==> images/io_fan.png <==
(3 px per um)
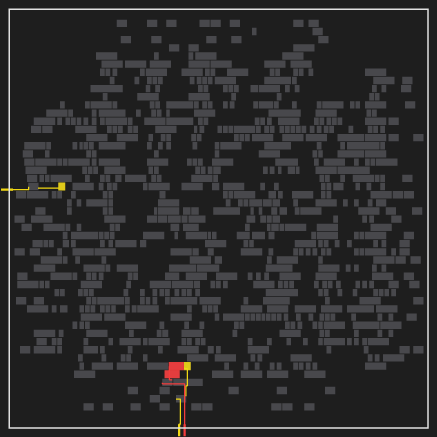
==> images/logic_types.png <==
(3 px per um)
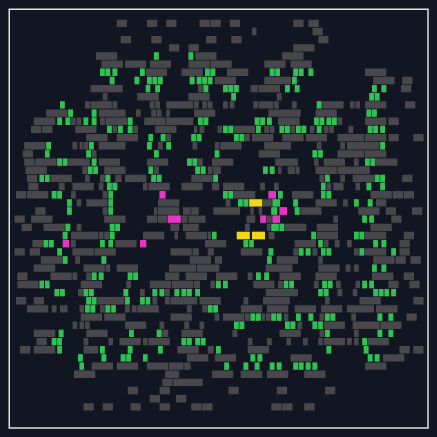
==> images/clocks.png <==
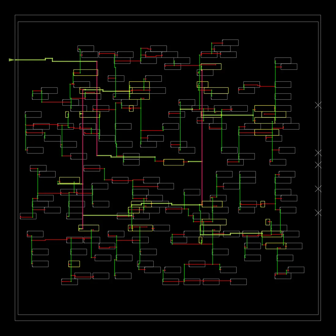
==> images/flops_by_reg.png <==
(2 px per um)
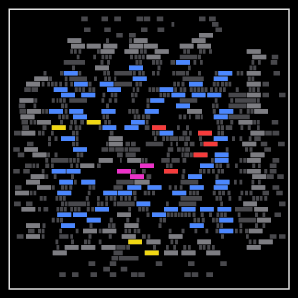
File: config.mk
export PLATFORM = sky130hd
export DESIGN_NAME = spi_slave_multi_flat
export DESIGN_NICKNAME = d
export VERILOG_FILES = /design/src/rtl/spi_slave_multi_if.sv /design/src/rtl/spi_slave_multi.sv /design/src/flat_wrapper.sv
export SDC_FILE = /design/constraint.sdc
export NUM_CORES = 1
export LEC_CHECK = 0
export CAP_MARGIN = 20
export CORE_UTILIZATION = 30
export CTS_CLUSTER_SIZE = 10
export DETAILED_ROUTE_END_ITERATION = 10
export PLACE_DENSITY = 0.49
export SLEW_MARGIN = 20
export SYNTH_ARGS = -nofsm -noshare
export SYNTH_HDL_FRONTEND = slang
export SYNTH_SLANG_ARGS = --single-unit
File: constraint.sdc
create_clock -name clk -period 4 [get_ports clk]
set_input_delay 0.4 -clock clk [delete_from_list [all_inputs] [get_ports clk]]
set_output_delay 0.4 -clock clk [all_outputs]
set_load 0.05 [all_outputs]
File: src/rtl/spi_slave_multi_if.sv
// Bus bundle for spi_slave_multi: SPI pins, receive holding register and status.
// The tx_data/miso pair exists only when SPI_MISO_EN is defined.
interface spi_slave_multi_if #(
  parameter int unsigned NUM_CH = 2,
  parameter int unsigned WORD_W = 32
);
  localparam int unsigned CntW = $clog2(WORD_W);

  logic                     en;
  logic                     sck;
  logic                     ssel_n;
  logic [NUM_CH-1:0]        data_in;
  logic [NUM_CH*WORD_W-1:0] rx_data;
  logic                     rx_valid;
  logic                     rx_ready;
  logic                     frame_err;
  logic                     overrun;
  logic [CntW-1:0]          bit_cnt;
`ifdef SPI_MISO_EN
  logic [WORD_W-1:0]        tx_data;
  logic                     miso;

  modport slave (
    input  en, sck, ssel_n, data_in, rx_ready, tx_data,
    output rx_data, rx_valid, frame_err, overrun, bit_cnt, miso
  );
  modport master (
    output en, sck, ssel_n, data_in, rx_ready, tx_data,
    input  rx_data, rx_valid, frame_err, overrun, bit_cnt, miso
  );
`else
  modport slave (
    input  en, sck, ssel_n, data_in, rx_ready,
    output rx_data, rx_valid, frame_err, overrun, bit_cnt
  );
  modport master (
    output en, sck, ssel_n, data_in, rx_ready,
    input  rx_data, rx_valid, frame_err, overrun, bit_cnt
  );
`endif
endinterface

File: src/rtl/spi_slave_multi.sv
// Multi-channel oversampled SPI slave receiver with valid/ready holding register.
// Define SPI_MISO_EN to add a transmit shift register driving miso from tx_data.
module spi_slave_multi #(
  parameter int unsigned NUM_CH      = 2,
  parameter int unsigned WORD_W      = 32,
  parameter int unsigned SYNC_STAGES = 2,
  parameter bit          SAMPLE_RISE = 1'b1,
  parameter bit          MSB_FIRST   = 1'b1
) (
  input logic              clk,
  input logic              reset,
  spi_slave_multi_if.slave bus
);
  localparam int unsigned CntW = $clog2(WORD_W);

  logic [SYNC_STAGES-1:0]             r_sck_sync;
  logic [SYNC_STAGES-1:0]             r_ssel_sync;
  logic [SYNC_STAGES-1:0][NUM_CH-1:0] r_data_sync;
  logic                               r_sck_prev;
  logic                               r_ssel_prev;
  logic [SYNC_STAGES:0]               r_flush;
  logic                               r_armed;

  logic [CntW-1:0]                r_bit_cnt, w_bit_cnt_d;
  logic [NUM_CH-1:0][WORD_W-1:0]  r_shift, w_shift_d;
  logic                           r_done, w_done_d;
  logic                           r_ferr, w_ferr_d;
  logic [NUM_CH*WORD_W-1:0]       r_rx_data, w_rx_data_d;
  logic                           r_rx_valid, w_rx_valid_d;
  logic                           r_ovr, w_ovr_d;

  logic w_sck, w_sck_rise, w_sck_fall, w_sample;
  logic w_ssel_n, w_ssel_fall, w_ssel_rise;
  logic w_frame_start, w_active, w_abort, w_last;

  always_ff @(posedge clk) begin
    if (reset) begin
      r_sck_sync  <= '0;
      r_ssel_sync <= '1;
      r_data_sync <= '0;
      r_sck_prev  <= 1'b0;
      r_ssel_prev <= 1'b1;
      r_flush     <= '0;
      r_armed     <= 1'b0;
    end else begin
      r_sck_sync  <= {r_sck_sync[SYNC_STAGES-2:0], bus.sck};
      r_ssel_sync <= {r_ssel_sync[SYNC_STAGES-2:0], bus.ssel_n};
      r_data_sync <= {r_data_sync[SYNC_STAGES-2:0], bus.data_in};
      r_sck_prev  <= w_sck;
      r_ssel_prev <= w_ssel_n;
      r_flush     <= {r_flush[SYNC_STAGES-1:0], 1'b1};
      // Only arm once real pin state shows ssel_n high, so a frame cut by reset stays ignored.
      if (r_flush[SYNC_STAGES] && w_ssel_n) begin
        r_armed <= 1'b1;
      end
    end
  end

  assign w_sck         = r_sck_sync[SYNC_STAGES-1];
  assign w_sck_rise    = w_sck & ~r_sck_prev;
  assign w_sck_fall    = ~w_sck & r_sck_prev;
  assign w_sample      = SAMPLE_RISE ? w_sck_rise : w_sck_fall;
  assign w_ssel_n      = r_ssel_sync[SYNC_STAGES-1];
  assign w_ssel_fall   = ~w_ssel_n & r_ssel_prev;
  assign w_ssel_rise   = w_ssel_n & ~r_ssel_prev;
  assign w_frame_start = r_armed & w_ssel_fall;
  assign w_active      = r_armed & ~w_ssel_n & bus.en;
  assign w_abort       = w_ssel_rise | w_frame_start | ~bus.en | ~r_armed;
  assign w_last        = (r_bit_cnt == CntW'(WORD_W - 1));

  always_comb begin
    w_bit_cnt_d = r_bit_cnt;
    w_shift_d   = r_shift;
    w_done_d    = 1'b0;
    w_ferr_d    = 1'b0;
    if (w_abort) begin
      w_bit_cnt_d = '0;
      w_shift_d   = '0;
      w_ferr_d    = w_ssel_rise && (r_bit_cnt != '0);
    end else if (w_active && w_sample) begin
      for (int unsigned k = 0; k < NUM_CH; k++) begin
        if (MSB_FIRST) begin
          w_shift_d[k] = {r_shift[k][WORD_W-2:0], r_data_sync[SYNC_STAGES-1][k]};
        end else begin
          w_shift_d[k] = {r_data_sync[SYNC_STAGES-1][k], r_shift[k][WORD_W-1:1]};
        end
      end
      if (w_last) begin
        w_bit_cnt_d = '0;
        w_done_d    = 1'b1;
      end else begin
        w_bit_cnt_d = r_bit_cnt + CntW'(1);
      end
    end
  end

  // The shift registers still hold the finished word in the cycle after completion.
  always_comb begin
    w_rx_data_d  = r_rx_data;
    w_rx_valid_d = r_rx_valid;
    w_ovr_d      = 1'b0;
    if (r_rx_valid && bus.rx_ready) begin
      w_rx_valid_d = 1'b0;
    end
    if (r_done) begin
      if (!r_rx_valid || bus.rx_ready) begin
        w_rx_data_d  = r_shift;
        w_rx_valid_d = 1'b1;
      end else begin
        w_ovr_d = 1'b1;
      end
    end
  end

  always_ff @(posedge clk) begin
    if (reset) begin
      r_bit_cnt  <= '0;
      r_shift    <= '0;
      r_done     <= 1'b0;
      r_ferr     <= 1'b0;
      r_rx_data  <= '0;
      r_rx_valid <= 1'b0;
      r_ovr      <= 1'b0;
    end else begin
      r_bit_cnt  <= w_bit_cnt_d;
      r_shift    <= w_shift_d;
      r_done     <= w_done_d;
      r_ferr     <= w_ferr_d;
      r_rx_data  <= w_rx_data_d;
      r_rx_valid <= w_rx_valid_d;
      r_ovr      <= w_ovr_d;
    end
  end

  assign bus.rx_data   = r_rx_data;
  assign bus.rx_valid  = r_rx_valid;
  assign bus.frame_err = r_ferr;
  assign bus.overrun   = r_ovr;
  assign bus.bit_cnt   = r_bit_cnt;

`ifdef SPI_MISO_EN
  logic [WORD_W-1:0] r_tx, w_tx_d;
  logic              r_tx_pend, w_tx_pend_d;
  logic              r_tx_reload, w_tx_reload_d;
  logic              w_shift_edge;

  assign w_shift_edge = SAMPLE_RISE ? w_sck_fall : w_sck_rise;

  // After a word completes, the next non-sample edge loads the new word instead of shifting,
  // keeping the last bit on miso until the master is done with it.
  always_comb begin
    w_tx_d        = r_tx;
    w_tx_pend_d   = r_tx_pend;
    w_tx_reload_d = r_tx_reload;
    if (w_frame_start) begin
      w_tx_d        = bus.tx_data;
      w_tx_pend_d   = 1'b0;
      w_tx_reload_d = 1'b0;
    end else if (w_active && w_sample) begin
      if (w_last) begin
        w_tx_reload_d = 1'b1;
      end else begin
        w_tx_pend_d = 1'b1;
      end
    end else if (w_active && w_shift_edge) begin
      if (r_tx_reload) begin
        w_tx_d        = bus.tx_data;
        w_tx_reload_d = 1'b0;
      end else if (r_tx_pend) begin
        w_tx_d      = MSB_FIRST ? {r_tx[WORD_W-2:0], 1'b0} : {1'b0, r_tx[WORD_W-1:1]};
        w_tx_pend_d = 1'b0;
      end
    end
  end

  always_ff @(posedge clk) begin
    if (reset) begin
      r_tx        <= '0;
      r_tx_pend   <= 1'b0;
      r_tx_reload <= 1'b0;
    end else begin
      r_tx        <= w_tx_d;
      r_tx_pend   <= w_tx_pend_d;
      r_tx_reload <= w_tx_reload_d;
    end
  end

  assign bus.miso = w_active & (MSB_FIRST ? r_tx[WORD_W-1] : r_tx[0]);
`endif
endmodule

File: src/flat_wrapper.sv
// flat-port wrapper written by rule: the top's interface ports become plain ports
module spi_slave_multi_flat 
#(
  parameter int unsigned NUM_CH      = 2,
  parameter int unsigned WORD_W      = 32,
  parameter int unsigned SYNC_STAGES = 2,
  parameter bit          SAMPLE_RISE = 1'b1,
  parameter bit          MSB_FIRST   = 1'b1
)
  (clk, reset, bus_en, bus_sck, bus_ssel_n, bus_data_in, bus_rx_ready, bus_rx_data, bus_rx_valid, bus_frame_err, bus_overrun, bus_bit_cnt);
  spi_slave_multi_if #(.NUM_CH(NUM_CH), .WORD_W(WORD_W)) bus_i ();
  input logic clk;
  input logic reset;
  input wire logic [$bits(bus_i.en)-1:0] bus_en;
  input wire logic [$bits(bus_i.sck)-1:0] bus_sck;
  input wire logic [$bits(bus_i.ssel_n)-1:0] bus_ssel_n;
  input wire logic [$bits(bus_i.data_in)-1:0] bus_data_in;
  input wire logic [$bits(bus_i.rx_ready)-1:0] bus_rx_ready;
  output wire logic [$bits(bus_i.rx_data)-1:0] bus_rx_data;
  output wire logic [$bits(bus_i.rx_valid)-1:0] bus_rx_valid;
  output wire logic [$bits(bus_i.frame_err)-1:0] bus_frame_err;
  output wire logic [$bits(bus_i.overrun)-1:0] bus_overrun;
  output wire logic [$bits(bus_i.bit_cnt)-1:0] bus_bit_cnt;
  assign bus_i.en = bus_en;
  assign bus_i.sck = bus_sck;
  assign bus_i.ssel_n = bus_ssel_n;
  assign bus_i.data_in = bus_data_in;
  assign bus_i.rx_ready = bus_rx_ready;
  assign bus_rx_data = bus_i.rx_data;
  assign bus_rx_valid = bus_i.rx_valid;
  assign bus_frame_err = bus_i.frame_err;
  assign bus_overrun = bus_i.overrun;
  assign bus_bit_cnt = bus_i.bit_cnt;
  spi_slave_multi #(.NUM_CH(NUM_CH), .WORD_W(WORD_W), .SYNC_STAGES(SYNC_STAGES), .SAMPLE_RISE(SAMPLE_RISE), .MSB_FIRST(MSB_FIRST)) u_core (.clk(clk), .reset(reset), .bus(bus_i));
endmodule
==> flow_summary.ini <==
; implementation run metrics
[clock_tree]
htreeDepth = 4
cts_resized = 0
cts-root-buf = clkbuf_16
cts_setup_buffers = 0
clkTransAtPathRegs_ps = 60
clockBufferDepth = 2
cts_tree = built
cts.sinks = 151

[sta]
slew_headroom_pct = 34.0
finalHoldViolations = 0
finalSetupViolCount = 0
fmax_ghz = 0.466
setup_tns_ps = 0
maxSlewViolCount = 0
min_period_ps = 2150
fin_skew_ps = 8.07

[power_and_ir_drop]
power.density_nw_per_um2 = 463
seqPwrFrac_pct = 45.9
swShare_pct = 19.0
p_comb_share_pct = 1.5
power_switching_w = 0.000627
p_clk_share_pct = 52.7
ir_drop_uv = 286
leakage_nw = 2.14
power.total_w = 0.00330
p_int_w = 0.00268

[worst_setup_path]
crit_fanout = 6
cp_slowest_stage_delay_ps = 860
cp.depth = 1
crit_buf_inv = 1
crit_slowest_cell = clkdlybuf4s50_1
end_kind = primary output
crit_chain = clkdlybuf4s50_1
cp_top_family = buffers and inverters
crit_type = flip-flop to primary output
arrival_ps = 1750
r2r_cells = 4
start_kind = flip-flop
cp_data_required_time_ps = 3600

[yosys]
yosys_area_um2 = 5640
synth_nets = 675
syn_inst = 664
yosysWarnings = 0
synth-main-ff-cell = dfxtp_1
syn_area_um2 = 5640
synth_seq_share_pct = 53.6
synth_cell_types = 29
synth_area_per_cell_um2 = 8.49
async_flop_share_pct = 0

[run]
warnings = 27
drv_cap = 0

[global_route]
first_global_vias = 4822
grtUsageTotal_pct = 14.9
grt_max_degree = 69
grt_pass1_wl_mm = 23.6
overflow = 0
antenna_found_initial = 0

[min_path]
whs_path_depth = 1
hold_path_class = flip-flop to flip-flop

[drt]
wl_per_cell_um = 14.7
drtPass1Iterations = 8
wirelength_mm = 13.8
ant_nets = 0
drt_iter0_markers = 345
vias_per_cell = 5.27
drc = 5

[cells_and_area]
nFillCells = 1850
antenna-diode-count = 0
layout_top_cells = dfxtp_1, a21oi_1, nand3_1
postLayoutCellArea_um2 = 7130
final_layout_size_suffix_gt1_share_pct = 7.18
area_growth_pct = 26.5

[place]
dp_cells = 906
placed_area_um2 = 6460
routabilityCongestion = 0.718
place.detailed.hpwl_mm = 8.07

[status]
outcome = finished with violations
violations = DRC

[floorplan]
die_y_um = 139
fp.coreArea_um2 = 18200
fp-utilization_pct = 31.0
row_count = 49
## Picture notes: io_fan.png
Key: red = `bus_rx_ready` [bits 1, direction input, edge south, end cells 2, wire 27.1 um]; yellow = `bus_data_in` [bits 2, direction input, edge 1 west, 1 south, end cells 2, wire 35.2 um]
I/O Pins: 80
tally of buffers added on design ports: 79

## Picture notes: logic_types.png
Key: green = inverting AOI/OAI gates [cells 269, most used a21oi_1, where spread over the die]; magenta = AND and OR gates [cells 8, where centre]; yellow = adder and majority cells [cells 3, most used ha_1]
logic share of the area: 32.0%
final cell count without fillers: 939
Commonest Layout Cell: dfxtp_1

## Picture notes: clocks.png
total CTS buffers: 17
Clock group: 0.00174 W
clock latency at the later pin of the worst-skew pair: 420 ps

## Picture notes: flops_by_reg.png
Key: magenta = `u_core.r_flush` [placed flops 3]; red = `u_core.bus.bit_cnt` [placed flops 5]; yellow = `u_core.r_data_sync` [placed flops 4]; blue = `u_core.r_shift` [placed flops 64]
final core utilization: 39.2%
Seq power: 0.00152 W
Seq. cell area: 3030 um2
fraction of area in registers: 42.4%

power groups by stage:
stage                     Clock, W  Combinational [W]  Sequential [W]
final                      0.00174          0.0000485         0.00152
after global routing       0.00185          0.0000534         0.00152
after CTS                  0.00178          0.0000487         0.00151
after detailed placement         0          0.0000487         0.00155
after global placement           0          0.0000475         0.00155
after floorplan                  0          0.0000360         0.00154
area by class of cell:
type / instances / area, um2 / area share (%)
repair buffers: 88 / 873 / 12.2
well taps: 229 / 287 / 4.02
inverters: 5 / 18.8 / 0.263
clock buffers: 23 / 478 / 6.70
multi-input cells: 434 / 2280 / 32.0
flip-flops and latches: 151 / 3030 / 42.4
clock inverters: 9 / 170 / 2.39
sequential cells by signal, indices dropped and copies added, names as in the netlist:
register and count:
u_core.bus.bit_cnt 5, u_core.bus.frame_err 1, u_core.bus.overrun 1, u_core.bus.rx_data 64, u_core.bus.rx_valid 1, u_core.r_armed 1
u_core.r_data_sync 4, u_core.r_done 1, u_core.r_flush 3, u_core.r_sck_prev 1, u_core.r_sck_sync 2, u_core.r_shift 64
u_core.r_ssel_prev 1, u_core.r_ssel_sync 2
cell families after synthesis:
family | count (synthesis) | synth area share (%)
simple gates | 161 | 15.3
xor+xnor | 1 | 0.155
compound gates | 269 | 24.0
flops | 151 | 53.6
fa+ha+maj | 3 | 0.666
buf+inv | 79 | 6.26
stage by stage:
stage / hold WS (ps) / utilization, % / setup slack [ps]
final: 409 / 39.2 / 1850
after global routing: 433 / 39.2 / 1680
after CTS: 411 / 39.0 / 1850
after detailed placement: 395 / 35.5 / 1440
after global placement: 395 / 35.4 / 1500
after floorplan: 389 / - / 2090
metal layers:
layer / routed length (um) / share of wire [%] / vias up / GRT usage [%]
met5: 0 / 0 / - / 0
met4: 212 / 1.5 / 0 / 5.73
met3: 673 / 4.9 / 13 / 3.97
met2: 6420 / 47 / 109 / 24.3
met1: 6500 / 47 / 2381 / 18.8
li1: - / - / 2442 / -
cell usage after synthesis, types with 3 or more instances:
library cell,n,area [um2]
nor2_1,4,15.0
a21oi_1,135,676
o21ai_1,4,20.0
inv_1,3,11.3
buf_2,12,60.1
nand3_1,131,656
or4_1,3,22.5
clkbuf_1,52,195
o21ai_0,127,636
dfxtp_1,151,3020
ha_1,3,37.5
nor2b_1,9,56.3
buf_1,4,15.0
or2_2,3,18.8
buf_6,5,56.3
worst paths after layout:
check | start | end | slack, ps
setup / recovery | u_core.bus.bit_cnt[1] | bus_bit_cnt[1] | 1850
hold / removal | u_core.r_ssel_sync[0] | u_core.r_ssel_sync[1] | 410
setup reg to reg | u_core.r_ssel_sync[1] | u_core.r_shift[19] | 1910
hold reg to reg | u_core.r_ssel_sync[0] | u_core.r_ssel_sync[1] | 410
Power and IR drop assume default switching activity.
